<file path="src/rtl/piano_note_scheduler_pkg.sv">
// piano_pkg: shared types and constants for the piano note scheduler.
//   NUM_NOTES       number of entries in the note table (C4..C5)
//   note_idx_t      index into the note table
//   sched_state_t   scheduler FSM states
//   NOTE_HALF       half-period counts for a 100 MHz clock, round(100e6/(2f)) - 1
//   note_table_fits elaboration check that every table entry fits a given count width
package piano_pkg;

    localparam int NUM_NOTES = 8;

    typedef logic [2:0] note_idx_t;

    typedef enum logic [1:0] {
        IDLE,
        PLAY,
        GAP
    } sched_state_t;

    localparam int unsigned NOTE_HALF [0:NUM_NOTES-1] = '{
        191109,  // C4
        170264,  // D4
        151684,  // E4
        143171,  // F4
        127550,  // G4
        113635,  // A4
        101238,  // B4
        95556    // C5
    };

    // True when every note count can be represented in cnt_w bits. Widths of
    // 32 or more always fit because the table entries are 32-bit values.
    function automatic bit note_table_fits(input int cnt_w);
        bit fits;
        fits = 1'b1;
        for (int i = 0; i < NUM_NOTES; i++) begin
            if (cnt_w < 32) begin
                if (NOTE_HALF[i] >= (32'd1 << cnt_w)) begin
                    fits = 1'b0;
                end
            end
        end
        return fits;
    endfunction

endpackage

</file>
<file path="src/rtl/piano_note_scheduler_if.sv">
// piano_note_scheduler_if: key inputs and tone-generator outputs of the scheduler.
//   key_raw               raw button levels, 1 = pressed, bit 0 = C4
//   counter_value_button  half-period count for pwm_signals
//   tone_en               audio gate, 1 = open
//   note_idx              index of the note held in counter_value_button
//   busy                  scheduler is in PLAY or GAP
// Modports: master drives the keys and observes the outputs; slave is the scheduler.
interface piano_note_scheduler_if #(
    parameter int NUM_KEYS = 8,
    parameter int CNT_W    = 20
);
    import piano_pkg::*;

    logic [NUM_KEYS-1:0] key_raw;
    logic [CNT_W-1:0]    counter_value_button;
    logic                tone_en;
    note_idx_t           note_idx;
    logic                busy;

    modport master (
        output key_raw,
        input  counter_value_button,
        input  tone_en,
        input  note_idx,
        input  busy
    );

    modport slave (
        input  key_raw,
        output counter_value_button,
        output tone_en,
        output note_idx,
        output busy
    );

endinterface

</file>
<file path="src/rtl/piano_note_scheduler_key_debouncer.sv">
// key_debouncer: debounces one raw button level.
//   new_clk_in  system clock
//   rst_n_in    synchronous active-low reset
//   key_raw     asynchronous button level
//   stable      debounced level; flips after DEBOUNCE_CYCLES consecutive
//               cycles in which the synchronised level disagrees with it
module key_debouncer #(
    parameter int DEBOUNCE_CYCLES = 1_000_000
) (
    input  logic new_clk_in,
    input  logic rst_n_in,
    input  logic key_raw,
    output logic stable
);

    localparam int DB_W = (DEBOUNCE_CYCLES > 1) ? $clog2(DEBOUNCE_CYCLES) : 1;
    localparam logic [DB_W-1:0] DB_LAST = DB_W'(DEBOUNCE_CYCLES - 1);

    logic            sync1;
    logic            sync2;
    logic [DB_W-1:0] db_cnt;

    // Two-stage synchroniser followed by a mismatch counter. Any cycle where
    // the synchronised level agrees with stable restarts the count, so only
    // an uninterrupted run of DEBOUNCE_CYCLES mismatches flips the output.
    // The counter never exceeds DB_LAST, so it cannot wrap.
    always_ff @(posedge new_clk_in) begin
        if (!rst_n_in) begin
            sync1  <= 1'b0;
            sync2  <= 1'b0;
            db_cnt <= '0;
            stable <= 1'b0;
        end else begin
            sync1 <= key_raw;
            sync2 <= sync1;
            if (sync2 != stable) begin
                if (db_cnt == DB_LAST) begin
                    stable <= sync2;
                    db_cnt <= '0;
                end else begin
                    db_cnt <= db_cnt + 1'b1;
                end
            end else begin
                db_cnt <= '0;
            end
        end
    end

endmodule

</file>
<file path="src/rtl/piano_note_scheduler.sv">
// piano_note_scheduler: debounces the piano keys, picks the lowest held key
// and feeds its half-period count to the tone generator, with a silent gap
// between two different notes so each new note is re-articulated.
//   new_clk_in  system clock (100 MHz)
//   rst_n_in    synchronous active-low reset
//   bus         piano_note_scheduler_if.slave:
//                 key_raw (in), counter_value_button, tone_en, note_idx, busy (out)
module piano_note_scheduler
    import piano_pkg::*;
#(
    parameter int NUM_KEYS        = 8,
    parameter int DEBOUNCE_CYCLES = 1_000_000,
    parameter int GAP_CYCLES      = 2_000_000,
    parameter int CNT_W           = 20
) (
    input  logic                   new_clk_in,
    input  logic                   rst_n_in,
    piano_note_scheduler_if.slave  bus
);

    localparam int GAP_W = (GAP_CYCLES > 1) ? $clog2(GAP_CYCLES) : 1;
    localparam logic [GAP_W-1:0] GAP_LAST = GAP_W'(GAP_CYCLES - 1);

    // Refuse to elaborate with a count width too narrow for the note table.
    if (!note_table_fits(CNT_W)) begin : g_table_check
        $error("piano_note_scheduler: CNT_W too small for NOTE_HALF table");
    end

    logic [NUM_KEYS-1:0] key_stable;
    logic                any_key;
    note_idx_t           winner;
    sched_state_t        state;
    logic [GAP_W-1:0]    gap_cnt;

    for (genvar k = 0; k < NUM_KEYS; k++) begin : g_key
        key_debouncer #(
            .DEBOUNCE_CYCLES (DEBOUNCE_CYCLES)
        ) u_debouncer (
            .new_clk_in (new_clk_in),
            .rst_n_in   (rst_n_in),
            .key_raw    (bus.key_raw[k]),
            .stable     (key_stable[k])
        );
    end

    // Lowest-index held key wins; scanning downwards lets the lowest
    // match overwrite any higher one.
    always_comb begin
        winner  = '0;
        any_key = |key_stable;
        for (int i = NUM_KEYS - 1; i >= 0; i--) begin
            if (key_stable[i]) begin
                winner = note_idx_t'(i);
            end
        end
    end

    // Scheduler FSM with registered outputs. The tone count is only loaded
    // on the edge that enters PLAY, while the gate is closed, so the tone
    // generator never sees its count change mid-note. The reset value of
    // the count is a real note, never zero.
    always_ff @(posedge new_clk_in) begin
        if (!rst_n_in) begin
            state                    <= IDLE;
            gap_cnt                  <= '0;
            bus.tone_en              <= 1'b0;
            bus.busy                 <= 1'b0;
            bus.note_idx             <= '0;
            bus.counter_value_button <= CNT_W'(NOTE_HALF[0]);
        end else begin
            case (state)
                IDLE: begin
                    if (any_key) begin
                        state                    <= PLAY;
                        bus.note_idx             <= winner;
                        bus.counter_value_button <= CNT_W'(NOTE_HALF[winner]);
                        bus.tone_en              <= 1'b1;
                        bus.busy                 <= 1'b1;
                    end
                end
                PLAY: begin
                    if (!any_key) begin
                        state       <= IDLE;
                        bus.tone_en <= 1'b0;
                        bus.busy    <= 1'b0;
                    end else if (winner != bus.note_idx) begin
                        state       <= GAP;
                        bus.tone_en <= 1'b0;
                        gap_cnt     <= '0;
                    end
                end
                GAP: begin
                    // The gap length is fixed; key activity inside it only
                    // matters on the final cycle.
                    if (gap_cnt == GAP_LAST) begin
                        gap_cnt <= '0;
                        if (any_key) begin
                            state                    <= PLAY;
                            bus.note_idx             <= winner;
                            bus.counter_value_button <= CNT_W'(NOTE_HALF[winner]);
                            bus.tone_en              <= 1'b1;
                        end else begin
                            state    <= IDLE;
                            bus.busy <= 1'b0;
                        end
                    end else begin
                        gap_cnt <= gap_cnt + 1'b1;
                    end
                end
                default: begin
                    state       <= IDLE;
                    bus.tone_en <= 1'b0;
                    bus.busy    <= 1'b0;
                end
            endcase
        end
    end

endmodule

</file>
<file path="src/flat_wrapper.sv">
// flat-port wrapper written by rule: the top's interface ports become plain ports
module piano_note_scheduler_flat import piano_pkg::*;
#(
    parameter int NUM_KEYS        = 8,
    parameter int DEBOUNCE_CYCLES = 1_000_000,
    parameter int GAP_CYCLES      = 2_000_000,
    parameter int CNT_W           = 20
)
  (new_clk_in, rst_n_in, bus_key_raw, bus_counter_value_button, bus_tone_en, bus_note_idx, bus_busy);
  piano_note_scheduler_if #(.NUM_KEYS(NUM_KEYS), .CNT_W(CNT_W)) bus_i ();
  input  logic new_clk_in;
  input  logic rst_n_in;
  input wire logic [$bits(bus_i.key_raw)-1:0] bus_key_raw;
  output wire logic [$bits(bus_i.counter_value_button)-1:0] bus_counter_value_button;
  output wire logic [$bits(bus_i.tone_en)-1:0] bus_tone_en;
  output wire logic [$bits(bus_i.note_idx)-1:0] bus_note_idx;
  output wire logic [$bits(bus_i.busy)-1:0] bus_busy;
  assign bus_i.key_raw = bus_key_raw;
  assign bus_counter_value_button = bus_i.counter_value_button;
  assign bus_tone_en = bus_i.tone_en;
  assign bus_note_idx = bus_i.note_idx;
  assign bus_busy = bus_i.busy;
  piano_note_scheduler #(.NUM_KEYS(NUM_KEYS), .DEBOUNCE_CYCLES(DEBOUNCE_CYCLES), .GAP_CYCLES(GAP_CYCLES), .CNT_W(CNT_W)) u_core (.new_clk_in(new_clk_in), .rst_n_in(rst_n_in), .bus(bus_i));
endmodule
</file>
<file path="config.mk">
export PLATFORM = sky130hd
export DESIGN_NAME = piano_note_scheduler_flat
export DESIGN_NICKNAME = d
export VERILOG_FILES = /design/src/rtl/piano_note_scheduler_pkg.sv /design/src/rtl/piano_note_scheduler_if.sv /design/src/rtl/piano_note_scheduler_key_debouncer.sv /design/src/rtl/piano_note_scheduler.sv /design/src/flat_wrapper.sv
export SDC_FILE = /design/constraint.sdc
export NUM_CORES = 1
export LEC_CHECK = 0
export ABC_AREA = 1
export ABC_CLOCK_PERIOD_IN_PS = 1900
export CORE_MARGIN = 2
export CORE_UTILIZATION = 55
export CTS_BUF_LIST = sky130_fd_sc_hd__clkbuf_4 sky130_fd_sc_hd__clkbuf_8 sky130_fd_sc_hd__clkbuf_16
export CTS_CLUSTER_DIAMETER = 50
export CTS_CLUSTER_SIZE = 12
export DETAILED_ROUTE_END_ITERATION = 8
export PLACE_DENSITY = 0.84
export SKIP_CTS_REPAIR_TIMING = 1
export SLEW_MARGIN = 20
export SYNTH_ARGS = -nofsm -noshare
export SYNTH_HDL_FRONTEND = slang
export SYNTH_SLANG_ARGS = --single-unit
</file>
<file path="constraint.sdc">
create_clock -name new_clk_in -period 1.9 [get_ports new_clk_in]
set_clock_uncertainty 0.15 [all_clocks]
set_input_delay 0.475 -clock new_clk_in [delete_from_list [all_inputs] [get_ports new_clk_in]]
set_output_delay 0.475 -clock new_clk_in [all_outputs]
set_load 0.03 [all_outputs]
</file>
**Met1 routing**

Scale: 2 px per um.
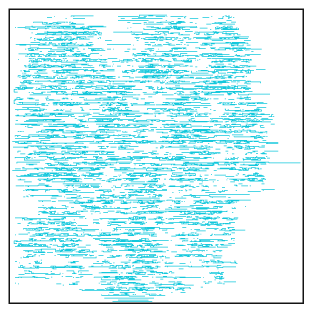
The wires run mostly horizontal. 1620 nets have wire on it. The layer carries 11400 um of wire. The layer holds 43% of the routed length. The longest straight run is 32.7 um.
GR Util met1: 27.8%
WL final: 26.9 mm
vias: 10400

**Close-up of the layout**

Region (97, 97) to (122, 122) um. Cells in gray, sequential cells in the stronger gray; small squares are vias.
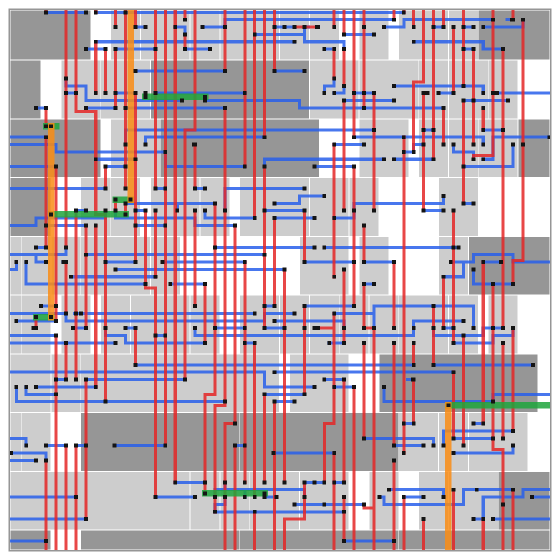
metal 4: in orange. metal 3: in green. metal 1: in blue. metal 2: in red.
Sequential cells in the window: 8. 73 logic cells have their middle in the window. Netlist names of flops here include u_core.g_key.u_debouncer.db_cnt (8). Most frequent: nand2_1 (16), inv_1 (10).

**Where the registers sit**

Scale: 3 px per um.
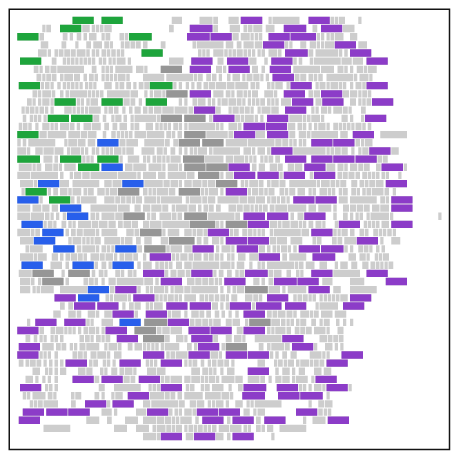
u_core.g_key.u_debouncer.db_cnt: in purple, sequential cells 160. u_core.gap_cnt: in green, sequential cells 21, where upper left. u_core.bus.counter_value_button: in blue, sequential cells 18, where middle left.
Another 30 sequential cells are not colored.
flop share of the area: 33.3%
post-layout util: 69.3%
Seq. pwr: 4970 uW

[layer usage]
| metal | wire length (um) | GRT usage, % |
|---|---|---|
| met1 | 11400 | 27.8 |
| met2 | 13700 | 39.6 |
| met3 | 1110 | 2.66 |
| met4 | 669 | 5.78 |
| met5 | 0 | 0 |
[cells in the final DEF (no fill, tap or decap), types with 34 or more instances in the layout]
cell and instances:
inv_1 173, nand4_1 34, dfxtp_1 208, nor2_1 195, nor3_1 56, xor2_1 35
nand2_1 272, nand3_1 80, buf_4 92, a21oi_1 90
[per-stage QoR]
step	util (%)	TNS [ns]	cells
CTS	64.7	-8.91	1909
detailed placement	60.9	-0.231	1873
floorplan	-	0	1528
global placement	60.9	0	1873
global route	69.3	-3.33	1939
finish	69.3	-0.110	1939
[sequential cells by signal, summed over array words and instances, names as in the netlist]
| register | cells |
|---|---|
| u_core.g_key.u_debouncer.stable | 8 |
| u_core.g_key.u_debouncer.sync2 | 8 |
| u_core.bus.counter_value_button | 18 |
| u_core.bus.tone_en | 1 |
| u_core.gap_cnt | 21 |
| u_core.state | 2 |
| u_core.bus.busy | 1 |
| u_core.g_key.u_debouncer.sync1 | 8 |
| u_core.g_key.u_debouncer.db_cnt | 160 |
| u_core.bus.note_idx | 2 |
[tightest hold or removal path, cell delays in order, from the launching register on]
cell and delay, ns:
dfxtp_1 0.30, nand2_1 0.05, inv_1 0.04
[worst max-delay path by stage]
stage / from / cells past startpoint / endpoint / slack, ns
after global routing: u_core.g_key[6].u_debouncer.stable / 15 / u_core.bus.counter_value_button[5] / -0.12
after floorplan: u_core.gap_cnt[0] / 9 / u_core.bus.counter_value_button[15] / 0.09
after CTS: u_core.bus.counter_value_button[16] / 1 / bus_note_idx[2] / -0.41
after detailed placement: u_core.g_key[6].u_debouncer.stable / 15 / u_core.bus.counter_value_button[15] / -0.1
after global placement: u_core.g_key[6].u_debouncer.stable / 15 / u_core.bus.counter_value_button[5] / 0.02
final: u_core.g_key[4].u_debouncer.stable / 13 / u_core.bus.counter_value_button[5] / -0.03
[layout make-up]
cell class                      instances  share of cell area (%)
Tap cell                              270                    2.43
Sequential cell                       229                    33.3
Clock inverter                          5                   0.423
Inverter                              197                    5.47
Timing Repair Buffer                  136                    8.86
Clock buffer                           31                    5.05
Multi-Input combinational cell       1071                    44.5
[where the power goes]
group / internal, uW / leakage (uW) / switching [uW] / total, uW
clock network: 2710 / 0.000371 / 1860 / 4570
logic: 539 / 0.00305 / 759 / 1300
registers: 4890 / 0.00186 / 78.9 / 4970
total: 8140 / 0.00529 / 2700 / 10800
[logic make-up (layout without fill, tap and decap cells)]
logic type,after synthesis,count (layout),synth area share [%]
simple gates,829,831,35.4
buf+inv,230,369,8.60
flops,229,229,41.2
xor+xnor,52,52,4.09
fa+ha+maj,21,21,2.36
other cells,1,2,0.0337
compound gates,165,165,8.31
==> flow_summary.ini <==
; flow metrics
[run_status]
status = finished, violations left
violations = setup timing

[clocking]
cts-root-buf = clkbuf_16
cts_buffers = 25
clkTransAtPathRegs_ns = 0.06
htreeDepth = 1
clkSinkCount = 229
cts_tree = yes
clkLatencyLatePin_ns = 0.51
clk_path_buf_depth = 3

[cells_and_area]
postLayoutCellArea_um2 = 13900
combGateArea_um2 = 6180
diodes = 0
fillers = 1456
drive_gt1_share_pct = 21.3
nets = 1691
syn_to_final_growth_pct = 24.8
seqCellArea_um2 = 4620

[critical_path]
reg2reg_slack_ns = -0.03
cpMaxStageDelayCell = dfxtp_1
cp_max_fo = 7
critical_path_class = reg -> reg
max_stage_delay_ns = 0.39
crit_path_end_kind = register
rr_worst_depth = 13
crit_chain = inv_1 > nand2_1 > nand2_1 > nand2_1 > nand2_2 > nand2_4 > inv_4 > ha_4 > nor2_4 > inv_1 > nor2_1 > inv_1 > a21oi_2
critPathArrivalTime_ns = 2.23
crit-reg2reg-launch = u_core.g_key[4].u_debouncer.stable
crit_family = simple AND/OR/NAND/NOR gates
r2r-end = u_core.bus.counter_value_button[5]
required_ns = 2.19
cp-start-kind = register
cp_num_buf_inv = 4

[die]
die_w_um = 146
row_count = 52
core_area_um2 = 20000
dieArea_um2 = 21400
die_h_um = 146
ios = 35
fp_util_pct = 55.6

[placed_design]
port_buffers = 32
place_hpwl_mm = 16.7
gp_congestion = 0.895
place_area_um2 = 12200
preCtsSetupSlack_ns = -0.0990

[yosys]
synth.ff_latch_count = 229
postSynthSeqShare_pct = 41.2
top_cells_by_area = dfxtp_1 (41%), nand2_1 (9.9%), nor2_1 (7.1%)
synth_cells = 1527
synth_area_um2 = 11100
avgSynthCellArea_um2 = 7.29
yosysMostFrequentCell = nand2_1
common_cells = nand2_1 (294), dfxtp_1 (229), nor2_1 (212)
synth_top_area_share_pct = 41.2
edf_count = 0
async_flop_share_pct = 0
largest_area_cell = dfxtp_1
ff_type = dfxtp_1
ys_warn_count = 0
ys_area_um2 = 11100
ys_cells = 1527
yosysUniqueCellTypes = 50

[grt]
grt_max_degree = 23
first_global_vias = 9485
antenna_found_initial = 0
grt_use_total_pct = 21.9
grt_pass1_wl_mm = 40.9
grt_overflow = 0

[job]
tool_warnings = 37
maxCapViolations = 0

[timing]
worst_slack_ns = -0.0331
timing.hold.ws_ns = 0.263
setup_viol = 5
fmax_mhz = 517
slew_headroom_pct = 67.1
period_used_pct = 102
period_needed_ns = 1.93
drv_slew = 0
rsz0062_at_grt = yes
worstMarginPinSlew_ns = 0.489
finalHoldViolations = 0

[route]
ant_nets = 0
drc = 0
post_drt_wl_per_cell_um = 13.9
first_iter_violations = 670
viasPerCell = 5.36
dr.pass1.iters = 5

[pwr]
p_per_area_nw_per_um2 = 781
vdd_drop_max_mv = 0.929
p_leak_uw = 0.00529
power_uw = 10800

[worst_hold_path]
hp-class = reg -> reg
worstHoldPathCells = 2
hold_path_startpoint = u_core.g_key[4].u_debouncer.sync1
worstHoldEndpoint = u_core.g_key[4].u_debouncer.sync2
Power is estimated from default activity; no workload was simulated.
